$ cat src/rtl/stepdir_decoder_corexy.sv
// Decodes two step/dir/enable streams into signed motor positions, recovers CoreXY X/Y,
// and measures step period and motion status per motor.
module stepdir_decoder_corexy #(
  parameter int SYNC_STAGES = 2,
  parameter int MIN_HIGH    = 2,
  parameter int TIMEOUT     = 50000000
) (
  input  logic        clk,
  input  logic        reset_n,
  input  logic        step_in_1,
  input  logic        dir_in_1,
  input  logic        enable_n_1,
  input  logic        step_in_2,
  input  logic        dir_in_2,
  input  logic        enable_n_2,
  input  logic        clear,
  output logic [31:0] position_1,
  output logic [31:0] position_2,
  output logic [31:0] pos_x,
  output logic [31:0] pos_y,
  output logic        correction_x,
  output logic        correction_y,
  output logic [31:0] period_1,
  output logic [31:0] period_2,
  output logic        moving_1,
  output logic        moving_2,
  output logic        steps_active
);

  localparam int             HW           = $clog2(MIN_HIGH + 1);
  localparam logic [HW-1:0]  HIGH_MAX     = HW'(MIN_HIGH);
  localparam logic [HW-1:0]  HIGH_LAST    = HW'(MIN_HIGH - 1);
  localparam logic [31:0]    TIMEOUT_LAST = 32'(TIMEOUT - 1);

  typedef enum logic {WAIT_LOW = 1'b0, ARMED = 1'b1} filt_t;

  logic [1:0]             step_raw, dir_raw, en_n_raw;
  logic [SYNC_STAGES-1:0] step_sync [2];
  logic [SYNC_STAGES-1:0] dir_sync  [2];
  logic [SYNC_STAGES-1:0] en_n_sync [2];
  logic [SYNC_STAGES-1:0] primed;
  logic [1:0]             step_s, dir_s, en_n_s;

  filt_t                  state    [2];
  logic [HW-1:0]          high_cnt [2];
  logic [1:0]             accept;

  logic [31:0]            free_cnt [2];
  logic [31:0]            period   [2];
  logic [1:0]             moving;

  logic [32:0]            sum_c, diff_c;

  assign step_raw = {step_in_2, step_in_1};
  assign dir_raw  = {dir_in_2, dir_in_1};
  assign en_n_raw = {enable_n_2, enable_n_1};

  // primed fills with ones as the synchronizers refill with real samples after reset,
  // so a step already high at release is never mistaken for a fresh low-high edge.
  always_ff @(posedge clk) begin
    if (!reset_n) begin
      primed <= '0;
      for (int i = 0; i < 2; i++) begin
        step_sync[i] <= '0;
        dir_sync[i]  <= '0;
        en_n_sync[i] <= '0;
      end
    end else begin
      primed <= {primed[SYNC_STAGES-2:0], 1'b1};
      for (int i = 0; i < 2; i++) begin
        step_sync[i] <= {step_sync[i][SYNC_STAGES-2:0], step_raw[i]};
        dir_sync[i]  <= {dir_sync[i][SYNC_STAGES-2:0], dir_raw[i]};
        en_n_sync[i] <= {en_n_sync[i][SYNC_STAGES-2:0], en_n_raw[i]};
      end
    end
  end

  always_comb begin
    step_s = '0;
    dir_s  = '0;
    en_n_s = '0;
    accept = '0;
    for (int i = 0; i < 2; i++) begin
      step_s[i] = step_sync[i][SYNC_STAGES-1];
      dir_s[i]  = dir_sync[i][SYNC_STAGES-1];
      en_n_s[i] = en_n_sync[i][SYNC_STAGES-1];
      accept[i] = step_s[i] && (state[i] == ARMED) && (high_cnt[i] == HIGH_LAST) && !en_n_s[i];
    end
  end

  // The pulse is consumed (disarmed) when the high run completes even if the driver
  // is disabled, so a disabled pulse cannot be counted later in the same high phase.
  always_ff @(posedge clk) begin
    if (!reset_n) begin
      for (int i = 0; i < 2; i++) begin
        state[i]    <= WAIT_LOW;
        high_cnt[i] <= '0;
      end
    end else begin
      for (int i = 0; i < 2; i++) begin
        if (!step_s[i]) begin
          high_cnt[i] <= '0;
          if (primed[SYNC_STAGES-1]) state[i] <= ARMED;
        end else begin
          if (high_cnt[i] != HIGH_MAX) high_cnt[i] <= high_cnt[i] + HW'(1);
          if (high_cnt[i] == HIGH_LAST) state[i] <= WAIT_LOW;
        end
      end
    end
  end

  function automatic logic [31:0] step_delta(input logic dir);
    return dir ? 32'hFFFF_FFFF : 32'h0000_0001;
  endfunction

  always_ff @(posedge clk) begin
    if (!reset_n) begin
      position_1 <= '0;
      position_2 <= '0;
    end else if (clear) begin
      position_1 <= '0;
      position_2 <= '0;
    end else begin
      if (accept[0]) position_1 <= position_1 + step_delta(dir_s[0]);
      if (accept[1]) position_2 <= position_2 + step_delta(dir_s[1]);
    end
  end

  always_comb begin
    sum_c  = {position_1[31], position_1} + {position_2[31], position_2};
    diff_c = {position_1[31], position_1} - {position_2[31], position_2};
  end

  always_ff @(posedge clk) begin
    if (!reset_n) begin
      pos_x        <= '0;
      pos_y        <= '0;
      correction_x <= 1'b0;
      correction_y <= 1'b0;
    end else begin
      pos_x        <= sum_c[32:1];
      pos_y        <= diff_c[32:1];
      correction_x <= sum_c[0];
      correction_y <= diff_c[0];
    end
  end

  // moving drops on the same edge the free counter reaches TIMEOUT.
  always_ff @(posedge clk) begin
    if (!reset_n) begin
      for (int i = 0; i < 2; i++) begin
        free_cnt[i] <= '0;
        period[i]   <= '0;
      end
      moving <= '0;
    end else begin
      for (int i = 0; i < 2; i++) begin
        if (accept[i]) begin
          period[i]   <= (free_cnt[i] == 32'hFFFF_FFFF) ? free_cnt[i] : free_cnt[i] + 32'd1;
          free_cnt[i] <= '0;
          moving[i]   <= 1'b1;
        end else begin
          if (free_cnt[i] != 32'hFFFF_FFFF) free_cnt[i] <= free_cnt[i] + 32'd1;
          if (free_cnt[i] == TIMEOUT_LAST) moving[i] <= 1'b0;
        end
      end
    end
  end

  assign period_1     = period[0];
  assign period_2     = period[1];
  assign moving_1     = moving[0];
  assign moving_2     = moving[1];
  assign steps_active = moving[0] | moving[1];

endmodule

$ cat config.mk
export PLATFORM = sky130hd
export DESIGN_NAME = stepdir_decoder_corexy
export DESIGN_NICKNAME = d
export VERILOG_FILES = /design/src/rtl/stepdir_decoder_corexy.sv
export SDC_FILE = /design/constraint.sdc
export NUM_CORES = 1
export LEC_CHECK = 0
export CAP_MARGIN = 20
export CORE_MARGIN = 2
export CORE_UTILIZATION = 51
export CTS_CLUSTER_DIAMETER = 30
export DETAILED_ROUTE_END_ITERATION = 6
export PLACE_DENSITY_LB_ADDON = 0.05
export SLEW_MARGIN = 20
export SYNTH_ARGS = -nofsm -noshare
export SYNTH_HDL_FRONTEND = slang
export SYNTH_SLANG_ARGS = --single-unit
$ cat constraint.sdc
create_clock -name clk -period 3.5 [get_ports clk]
set_clock_uncertainty 0.1 [all_clocks]
set_input_delay 0.35 -clock clk [delete_from_list [all_inputs] [get_ports clk]]
set_output_delay 0.35 -clock clk [all_outputs]
set_load 0.005 [all_outputs]
==> results.toml <==
# physical design summary
[outcome]
status = "completed"

[setup_path]
cp_class = "reg -> reg"
worst-endpoint-required_ns = 3.90
r2r_cells = 11
setup.worst_path.start_class = "register"
timing.critical_path.depth = 11
worst_path_max_delay_cell = "sky130_fd_sc_hd__a2111oi_0"
reg2reg_slack_ns = 0.21
critPathArrivalTime_ns = 3.69
cp_slowest_stage_delay_ns = 0.48
end_kind = "register"
crit_top_cell = "sky130_fd_sc_hd__a21o_1"
critPathMaxFanout = 17
critPathLaunch = "dir_sync[0][3]$_SDFF_PN0_"

[placement]
dp_hpwl_um = 34500
port_buffers = 205
routabilityCongestion = 0.921
dpl_cell_area_sq_um = 19500
placement.setup.worst_slack_ns = 0.133

[power_and_ir_drop]
ir_drop_mv = 0.377
total_leakage_power_nw = 8.93

[clock_tree]
cts.reportedPaths.clkPinSlew_ns = 0.05
clk-insertion-delay-late_ns = 0.57
clock_tree.root_cell = "sky130_fd_sc_hd__clkbuf_16"
cts_tree = "built"
h-tree-depth = 3
post-cts-setup-buffers = 0
clock_tree.buffer_depth = 3
cts_made_buffers = 66

[worst_hold_path]
hold_path_end = "dir_sync[0][2]$_SDFF_PN0_"
min_from = "dir_in_2"
min_path_type = "in -> reg"
min_delay_path_depth = 2

[logic_synthesis]
synth.area.top_cells = "sky130_fd_sc_hd__edfxtp_1 (24%), sky130_fd_sc_hd__dfxtp_1 (17%), sky130_fd_sc_hd__ha_1 (9.7%)"
synthesized_area_fraction_occupied_by_ao_oa_aoi_and_oai_cells_pct = 17.6
synth.yosys.num_cells = 1882
synth.ff_latch_count = 279
floorplan.nets = 2025
synth-xor-area-share_pct = 7.87
yosys.area.top_type = "sky130_fd_sc_hd__edfxtp_1"
yosys_warnings = 0
netlist_area_sq_um = 16800
ys_sh_adder_pct = 10.2
mux_share_pct = 0.476
post_synth_and_or_nand_nor_area_fraction_pct = 18.9
syn_area_per_cell_sq_um = 8.93
synth_chip_area_sq_um = 16800
post_synth_num_cell_types = 80
topCombFamilyByArea = "simple AND/OR/NAND/NOR gates"
enable_flop_cells = 133

[finish]
mostFrequentLayoutCell = "sky130_fd_sc_hd__a21oi_1"
nFillCells = 2694
final_nets = 2278
stdcell_area_sq_um = 21800
finalNonFillerCells = 2631
num_antenna_cells = 0
area_growth_from_synthesis_to_final_layout_pct = 29.8
final_layout_top_logic_cells = "sky130_fd_sc_hd__a21oi_1 (216), sky130_fd_sc_hd__nor2_1 (211), sky130_fd_sc_hd__clkdlybuf4s50_1 (205)"

[global_routing]
antenna_found_initial = 0

[final_timing]
timing.setup.tns_ns = 0
timing_hold_violations_final = 0
drv_slew = 0
max_slew_margin_pct = 43.2
fin_worst_hold_slack_ns = 0.261
setup_violations = 0
timing.final.crit_share_pct = 94.1

[routing]
drt-initial-drc-count = 1260
drt_first_pass_iters = 5
detail_route.drc_violations = 0
antenna_violation_net_count_after_detailed_routing = 0
route.vias.total = 14700
avgRoutedWirePerCell_um = 17.8

[floorplan]
die-area_sq_um = 34400
die.size.y_um = 186
fp.dieW_um = 186
floorplanUtilization_pct = 51.7
std_cell_rows = 66
io_pins = 206

[job]
openroad.warnings = 60
==> metal layers <==
layer,part of all wire (%),up-vias,track usage [%]
li1,-,7251,-
met1,46,6936,36.4
met5,0,-,0
met4,2.6,0,10.3
met3,5.3,75,4.11
met2,46,422,44.5
==> power breakdown <==
part | total (mW) | internal [mW] | switching, mW
Clock | 6.05 | 4.12 | 1.93
Sequential | 3.47 | 3.45 | 0.0224
Combinational | 0.270 | 0.114 | 0.156
==> registers in the layout, indices dropped and copies added (netlist names) <==
signal	count
position_2	32
pos_y	32
step_sync	4
correction_x	1
primed	2
dir_sync	4
high_cnt	4
en_n_sync	4
position_1	32
pos_x	32
free_cnt	64
state	2
period	64
moving	2
==> cells in the mapped netlist (5+ instances only) <==
master	n
sky130_fd_sc_hd__edfxtp_1	133
sky130_fd_sc_hd__and3_1	33
sky130_fd_sc_hd__o21bai_1	17
sky130_fd_sc_hd__o21ai_1	8
sky130_fd_sc_hd__o21ai_0	72
sky130_fd_sc_hd__o21a_1	11
sky130_fd_sc_hd__and2_1	22
sky130_fd_sc_hd__nor4_1	18
sky130_fd_sc_hd__a211o_1	5
sky130_fd_sc_hd__buf_1	9
sky130_fd_sc_hd__nor2_1	211
sky130_fd_sc_hd__a211oi_1	19
sky130_fd_sc_hd__nand2_1	175
sky130_fd_sc_hd__buf_2	7
sky130_fd_sc_hd__ha_1	130
sky130_fd_sc_hd__o211ai_1	9
sky130_fd_sc_hd__clkbuf_1	54
sky130_fd_sc_hd__a21o_1	45
sky130_fd_sc_hd__or2_2	7
sky130_fd_sc_hd__or3_1	12
sky130_fd_sc_hd__nand2b_1	16
sky130_fd_sc_hd__nor3_1	35
sky130_fd_sc_hd__a21oi_1	217
sky130_fd_sc_hd__o31ai_1	13
sky130_fd_sc_hd__and4_1	6
sky130_fd_sc_hd__nand3_1	59
sky130_fd_sc_hd__mux2i_1	8
sky130_fd_sc_hd__o22ai_1	5
sky130_fd_sc_hd__xnor2_1	83
sky130_fd_sc_hd__nor2b_1	19
sky130_fd_sc_hd__xor2_1	68
sky130_fd_sc_hd__nand4_1	21
sky130_fd_sc_hd__inv_1	86
sky130_fd_sc_hd__a31oi_1	17
sky130_fd_sc_hd__dfxtp_1	146
==> final cells by class <==
class	count	area, sq um	area share (%)
Clock buffer	93	1950	8.93
Clock inverter	29	308	1.41
Inverter	89	334	1.53
Multi-Input combinational cell	1439	9280	42.5
Sequential cell	279	6920	31.7
Tap cell	442	553	2.53
Timing Repair Buffer	260	2480	11.4
==> cells by family after synthesis <==
kind of cell / after synthesis
AND-OR/OR-AND: 480
buffers and inverters: 164
XOR/XNOR: 151
multiplexers: 8
flip-flops: 279
adder cells (fa/ha/maj): 134
AND/OR/NAND/NOR: 666
==> repair_timing <==
item	in CTS	in global routing
hold buffers	0	0
setup endpoints to repair	0	9
resized	0	5
==> stage by stage <==
stage               utilization, %  total power [mW]
floorplan                        -              3.69
global placement              60.1              3.80
detailed placement            60.1              3.80
CTS                           67.0              9.87
global route                  67.1              10.1
finish                        67.1              9.79
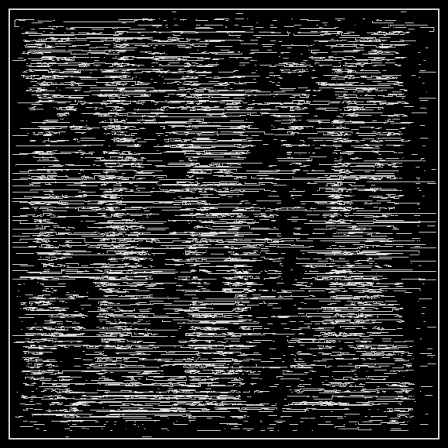
*M1 wires*
main direction: horizontal
longest straight run: 45.5 um
share of all routed wire: 46%
nets with wire on the layer: 2,121

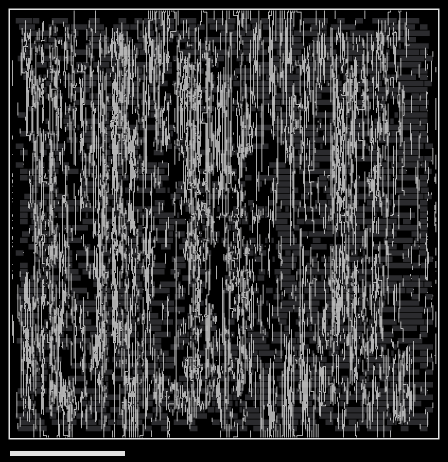
*Signal wires on met2*
Bar = 50 um. Cells faint in the background.
main direction: vertical
nets with wire on the layer: 1,889
longest straight run: 80.9 um
wire length on this layer: 21.7 mm
share of all routed wire: 47%

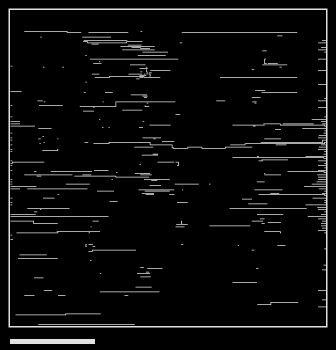
*The metal 3 layer*
Bar = 50 um.
main direction: horizontal
share of all routed wire: 5.3%
wire length on this layer: 2,490 um
longest straight run: 67.6 um
nets with wire on the layer: 221

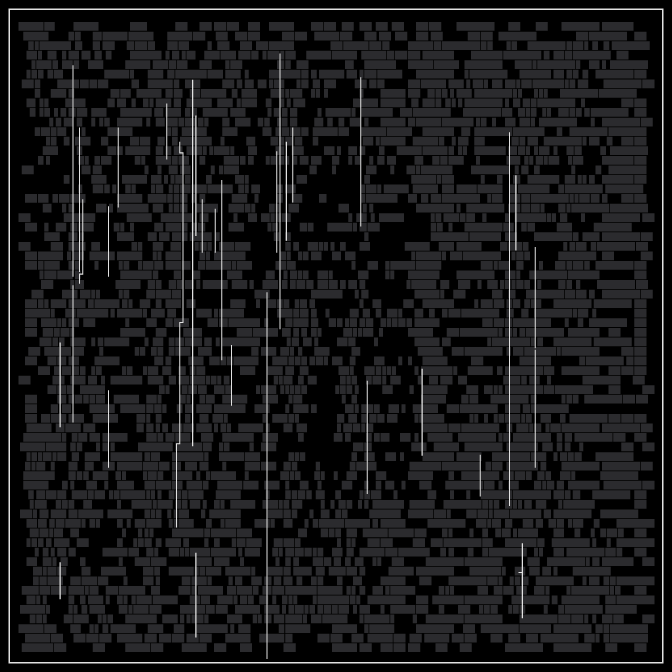
*Signal wires on met4*
Cells faint in the background.
share of all routed wire: 2.6%
main direction: vertical
nets with wire on the layer: 26
longest straight run: 106 um
wire length on this layer: 1,230 um

No activity file was given, so power comes from the tool's default toggle rates.
